===== src/rtl/sec_input_pkg.sv =====
// Shared constants and channel naming for the security-panel input conditioner.
package sec_input_pkg;
  localparam int N_CH_DEF = 4;

  typedef enum logic [1:0] {
    CH_A = 2'd0,
    CH_B = 2'd1,
    CH_C = 2'd2,
    CH_D = 2'd3
  } ch_idx_t;
endpackage


===== src/rtl/debounce_channel.sv =====
// One button line: synchronizer, stability counter, registered clean level and edge strobes.
module debounce_channel #(
  parameter int SYNC_STAGES     = 2,
  parameter int DEBOUNCE_CYCLES = 16
) (
  input  logic clk,
  input  logic rst_n,
  input  logic raw_in,
  output logic clean_out,
  output logic rise_pulse,
  output logic fall_pulse
);
  localparam int CNT_W = $clog2(DEBOUNCE_CYCLES);
  localparam logic [CNT_W-1:0] CNT_MAX = CNT_W'(DEBOUNCE_CYCLES - 1);

  logic [SYNC_STAGES-1:0] sync_q, sync_d;
  logic [CNT_W-1:0]       cnt_q, cnt_d;
  logic                   clean_q, clean_d;
  logic                   rise_q, rise_d;
  logic                   fall_q, fall_d;
  logic                   s;

  assign s = sync_q[SYNC_STAGES-1];

  always_comb begin
    sync_d  = {sync_q[SYNC_STAGES-2:0], raw_in};
    cnt_d   = '0;
    clean_d = clean_q;
    rise_d  = 1'b0;
    fall_d  = 1'b0;
    // Any sample matching the accepted level restarts the stability window.
    if (s != clean_q) begin
      if (cnt_q == CNT_MAX) begin
        clean_d = s;
        rise_d  = s;
        fall_d  = ~s;
      end else begin
        cnt_d = cnt_q + 1'b1;
      end
    end
  end

  always_ff @(posedge clk or negedge rst_n) begin
    if (!rst_n) begin
      sync_q  <= '0;
      cnt_q   <= '0;
      clean_q <= 1'b0;
      rise_q  <= 1'b0;
      fall_q  <= 1'b0;
    end else begin
      sync_q  <= sync_d;
      cnt_q   <= cnt_d;
      clean_q <= clean_d;
      rise_q  <= rise_d;
      fall_q  <= fall_d;
    end
  end

  assign clean_out  = clean_q;
  assign rise_pulse = rise_q;
  assign fall_pulse = fall_q;
endmodule


===== src/rtl/input_debouncer.sv =====
// Debounces the raw panel buttons into clean, clock-aligned levels and edge strobes.
module input_debouncer
  import sec_input_pkg::*;
#(
  parameter int N_CH            = N_CH_DEF,
  parameter int SYNC_STAGES     = 2,
  parameter int DEBOUNCE_CYCLES = 16
) (
  input  logic            clk,
  input  logic            rst_n,
  input  logic [N_CH-1:0] raw_in,
  output logic [N_CH-1:0] clean_out,
  output logic [N_CH-1:0] rise_pulse,
  output logic [N_CH-1:0] fall_pulse,
  output logic            all_idle
);
  for (genvar i = 0; i < N_CH; i++) begin : g_ch
    debounce_channel #(
      .SYNC_STAGES    (SYNC_STAGES),
      .DEBOUNCE_CYCLES(DEBOUNCE_CYCLES)
    ) u_ch (
      .clk       (clk),
      .rst_n     (rst_n),
      .raw_in    (raw_in[i]),
      .clean_out (clean_out[i]),
      .rise_pulse(rise_pulse[i]),
      .fall_pulse(fall_pulse[i])
    );
  end

  assign all_idle = ~|clean_out;
endmodule


===== config.mk =====
export PLATFORM = sky130hd
export DESIGN_NAME = input_debouncer
export DESIGN_NICKNAME = d
export VERILOG_FILES = /design/src/rtl/sec_input_pkg.sv /design/src/rtl/debounce_channel.sv /design/src/rtl/input_debouncer.sv
export SDC_FILE = /design/constraint.sdc
export NUM_CORES = 1
export LEC_CHECK = 0
export CAP_MARGIN = 20
export CORE_UTILIZATION = 53
export CTS_CLUSTER_SIZE = 24
export DETAILED_ROUTE_END_ITERATION = 7
export PLACE_DENSITY = 0.76
export SLEW_MARGIN = 20
export SYNTH_ARGS = -nofsm -noshare
export SYNTH_HDL_FRONTEND = slang
export SYNTH_SLANG_ARGS = --single-unit

===== constraint.sdc =====
create_clock -name clk -period 1.95 [get_ports clk]
set_clock_uncertainty 0.15 [all_clocks]
set_input_delay 0.2925 -clock clk [delete_from_list [all_inputs] [get_ports clk]]
set_output_delay 0.2925 -clock clk [all_outputs]
set_load 0.01 [all_outputs]

### Met2 routing, run 1

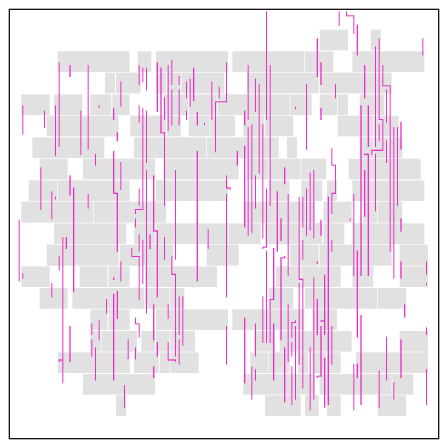
The longest straight run is 26.2 um. The wires run mostly vertical. The layer carries 1060 um of wire. The layer holds 50% of the routed length. 121 nets have wire on it.

### Routed metal, one colour a layer, run 1

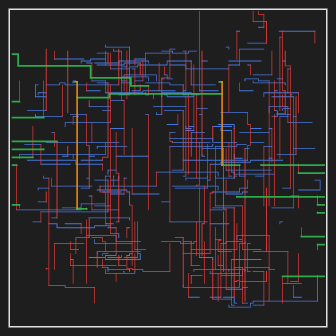
Blue marks metal 1, wire length 908 um. Red marks metal 2, wire length 1060 um. Orange marks metal 4, wire length 36.0 um. Green marks metal 3, wire length 129 um.

==> run summary, run 1 <==
impl run done, here's what came out: final cell count without fillers=154, Dominant combinational family=simple AND/OR/NAND/NOR gates, XOR/XNOR Fraction of Synth Area=4.87%, routed wire length=2140 um, Final Instance Area=1640 um2, stage delay of the slowest cell on the critical path=0.59 ns, cell internal pwr=991 uW, worst setup path startpoint=g_ch[0].u_ch.clean_out$_DFFE_PN0P_, Clock Latency Late Sink=0.33 ns, number of tapcells=30, critical path capture point type=output port, worst reg2reg path depth=3, largest net degree at the start of global routing=37, synth cell count leaders=sky130_fd_sc_hd__dfrtp_1 (36), sky130_fd_sc_hd__buf_4 (12), sky130_fd_sc_hd__nor3b_1 (11), sky130_fd_sc_hd__a21oi_1 (8), sky130_fd_sc_hd__xnor2_1 (8), Max-cap violations=0, residual overflow from global routing=0, number of global-route vias before repair=842, first-iteration detailed-routing DRC count=9, switching power=291 uW, main flop type after synthesis=sky130_fd_sc_hd__dfrtp_1, fraction of cell area in non-clock buffers=11.4%, total half-perimeter wirelength after legalization and detailed placement=1490 um, I/O pin total=19, met2 wirelength from detailed routing=1060 um, Post-Syn Area per Cell=13.2 um2, Clock Root Buffer=sky130_fd_sc_hd__clkbuf_4, total die area=2930 um2, synthesis-to-finish area growth=13.9%, total placed instance area=1580 um2, total leakage power=0.692 nW, buffers inserted by post-CTS timing repair=0, worst flop-to-flop path endpoint=g_ch[3].u_ch.clean_out$_DFFE_PN0P_, sequential power=802 uW, Top pwr grp=registers, slowest stage cell, crit path=sky130_fd_sc_hd__clkdlybuf4s50_1, summed negative setup slack over all endpoints=0 ns, sequential share of cell area=55.0%, Core Util at FP=57.1%, worst setup slack for register-to-register paths=0.50 ns, worst flop-to-flop path startpoint=g_ch[3].u_ch.cnt_q[0]$_DFF_PN0_, Fmax achieved=548 MHz, number of library cell types mapped by synthesis=17, crit path kind=register to output port, portion of netlist area occupied by mux cells=3.13%, count of TritonRoute iterations in the first routing pass=4, Yosys chip area=1440 um2, fillers=199, Yosys top cell area share=62.6%, final setup fails=0, total number of sequential cells=36, nets=133, most used logic cell in the final layout=sky130_fd_sc_hd__dfrtp_1, antenna violations before repair=0, Leading cell kind=sequential cells, arrival time at the worst endpoint=1.38 ns, count of input and output buffers=18, number of inverters outside the clock class in the layout=4, total met3 wirelength after detailed routing=128 um, MI comb area=440 um2, Yosys top cell by instances=sky130_fd_sc_hd__dfrtp_1, clk sink count=36, pins over their slew limit=0, CP Data Required Time=1.51 ns, largest register by flop count=g_ch.u_ch.cnt_q, post-synth tally of flip-flops with integrated enable=0, global placement routability congestion=0.723, fraction of area in clock buffers and inverters=3.59%, Sw Share=22.7%, fraction of the yosys area taken by sequential cells=62.6%, outcome=finished, final reports clean, worst hold slack across all endpoints=0.209 ns, IR Drop Worst-Case VDD=0.000567 V, Reg area=902 um2, net count after synthesis=119, cell-by-cell listing of the critical path=clkdlybuf4s50_1, relative contribution of combinational cells to total power=5.9%, Max transition margin=71.8%, number of gates resized after cts=2, Cell Area, Synth=1440 um2, capturing instance or port of the critical path=clean_out[0], buffer levels on the longest clock path=2, simple-gate portion of the synthesized area=13.5%, Critical Path Source Type=register, number of design rule violations left after detail routing=0, count of synthesis-stage warnings from yosys=0
### Track usage over the die, run 1

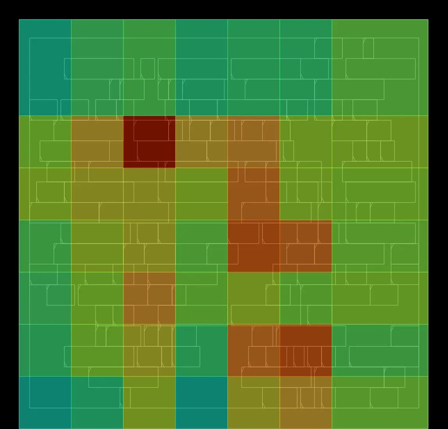
layer with the highest usage: met2
wire length per cell: 13.9 um
global-route met2 utilization: 31.7%

### Clock wires, drivers and flops, run 1

Scale bar: 20 um.
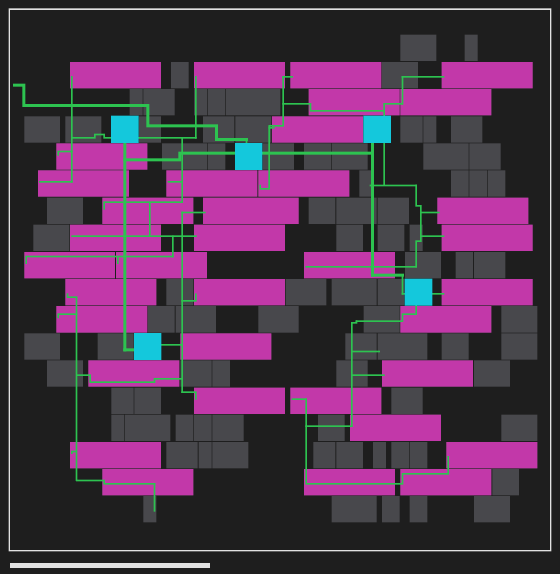
Magenta marks flip-flops, count 36. Cyan marks clock drivers, count 5. Green marks clock wires, length 389 um.
There are 6 routed clock nets.

--- run 2 (diff from run 1) ---
Settings changed: ABC_CLOCK_PERIOD_IN_PS set to 1950.
### Met3 routing, run 2

Scale bar: 20 um.
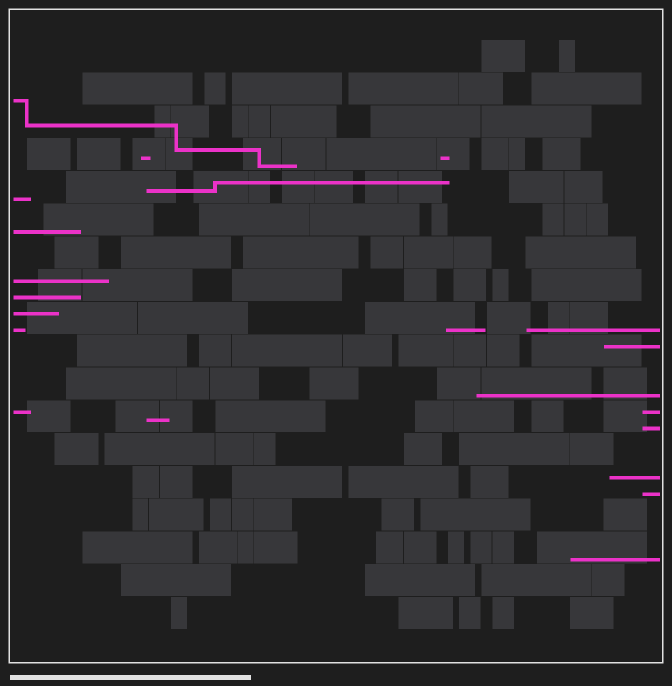
The layer holds 6.0% of the routed length. The wires run mostly horizontal. 17 nets have wire on it. The longest straight run is 19.3 um.

### Met2 routing, run 2

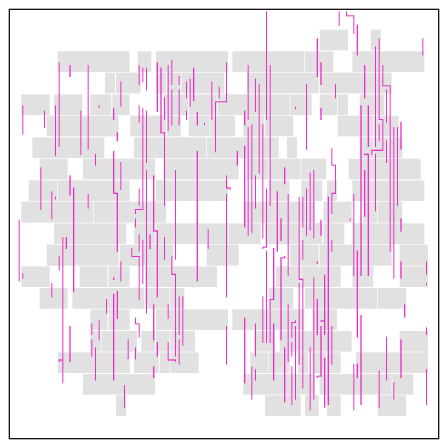
The layer holds 50% of the routed length. The longest straight run is 26.2 um. 121 nets have wire on it. The wires run mostly vertical.

==> run 2 against run 1 <==
Effect of this change:
- largest cell class unchanged
- design area did not move
- critical path type unchanged
- cell count did not move
- first-iteration DRC count did not move
- count of clock-buffer cells in the layout did not move
- combinational power barely moved
- highest routed layer unchanged
- utilization did not move
==> run summary, run 2 <==
impl run done, here's what came out: Top pwr grp=registers (unchanged), relative contribution of combinational cells to total power=5.9% (about the same), most used logic cell in the final layout=sky130_fd_sc_hd__dfrtp_1 (unchanged), layer with the highest usage=met2 (unchanged), worst hold slack across all endpoints=0.209 ns (unchanged), fraction of area in clock buffers and inverters=3.59% (unchanged), total met3 wirelength after detailed routing=128 um (unchanged), Final Instance Area=1640 um2 (unchanged), number of tapcells=30 (unchanged), I/O pin total=19 (unchanged), cell-by-cell listing of the critical path=clkdlybuf4s50_1 (unchanged), number of design rule violations left after detail routing=0 (unchanged), number of library cell types mapped by synthesis=17 (unchanged), Post-Syn Area per Cell=13.2 um2 (unchanged), global placement routability congestion=0.723 (unchanged), Cell Area, Synth=1440 um2 (unchanged), number of global-route vias before repair=842 (unchanged), total die area=2930 um2 (unchanged), number of gates resized after cts=2 (unchanged), worst flop-to-flop path endpoint=g_ch[3].u_ch.clean_out$_DFFE_PN0P_ (unchanged), stage delay of the slowest cell on the critical path=0.59 ns (about the same), count of input and output buffers=18 (unchanged), capturing instance or port of the critical path=clean_out[0] (unchanged), outcome=finished, final reports clean (unchanged), total half-perimeter wirelength after legalization and detailed placement=1490 um (unchanged), Max-cap violations=0 (unchanged), largest net degree at the start of global routing=37 (unchanged), portion of netlist area occupied by mux cells=3.13% (unchanged), simple-gate portion of the synthesized area=13.5% (unchanged), critical path capture point type=output port (unchanged), net count after synthesis=119 (unchanged), sequential share of cell area=55.0% (unchanged), largest register by flop count=g_ch.u_ch.cnt_q (unchanged), synth cell count leaders=sky130_fd_sc_hd__dfrtp_1 (36), sky130_fd_sc_hd__buf_4 (12), sky130_fd_sc_hd__nor3b_1 (11), sky130_fd_sc_hd__a21oi_1 (8), sky130_fd_sc_hd__xnor2_1 (8) (unchanged), global-route met2 utilization=31.7% (unchanged)
Power is estimated from default activity; no workload was simulated.
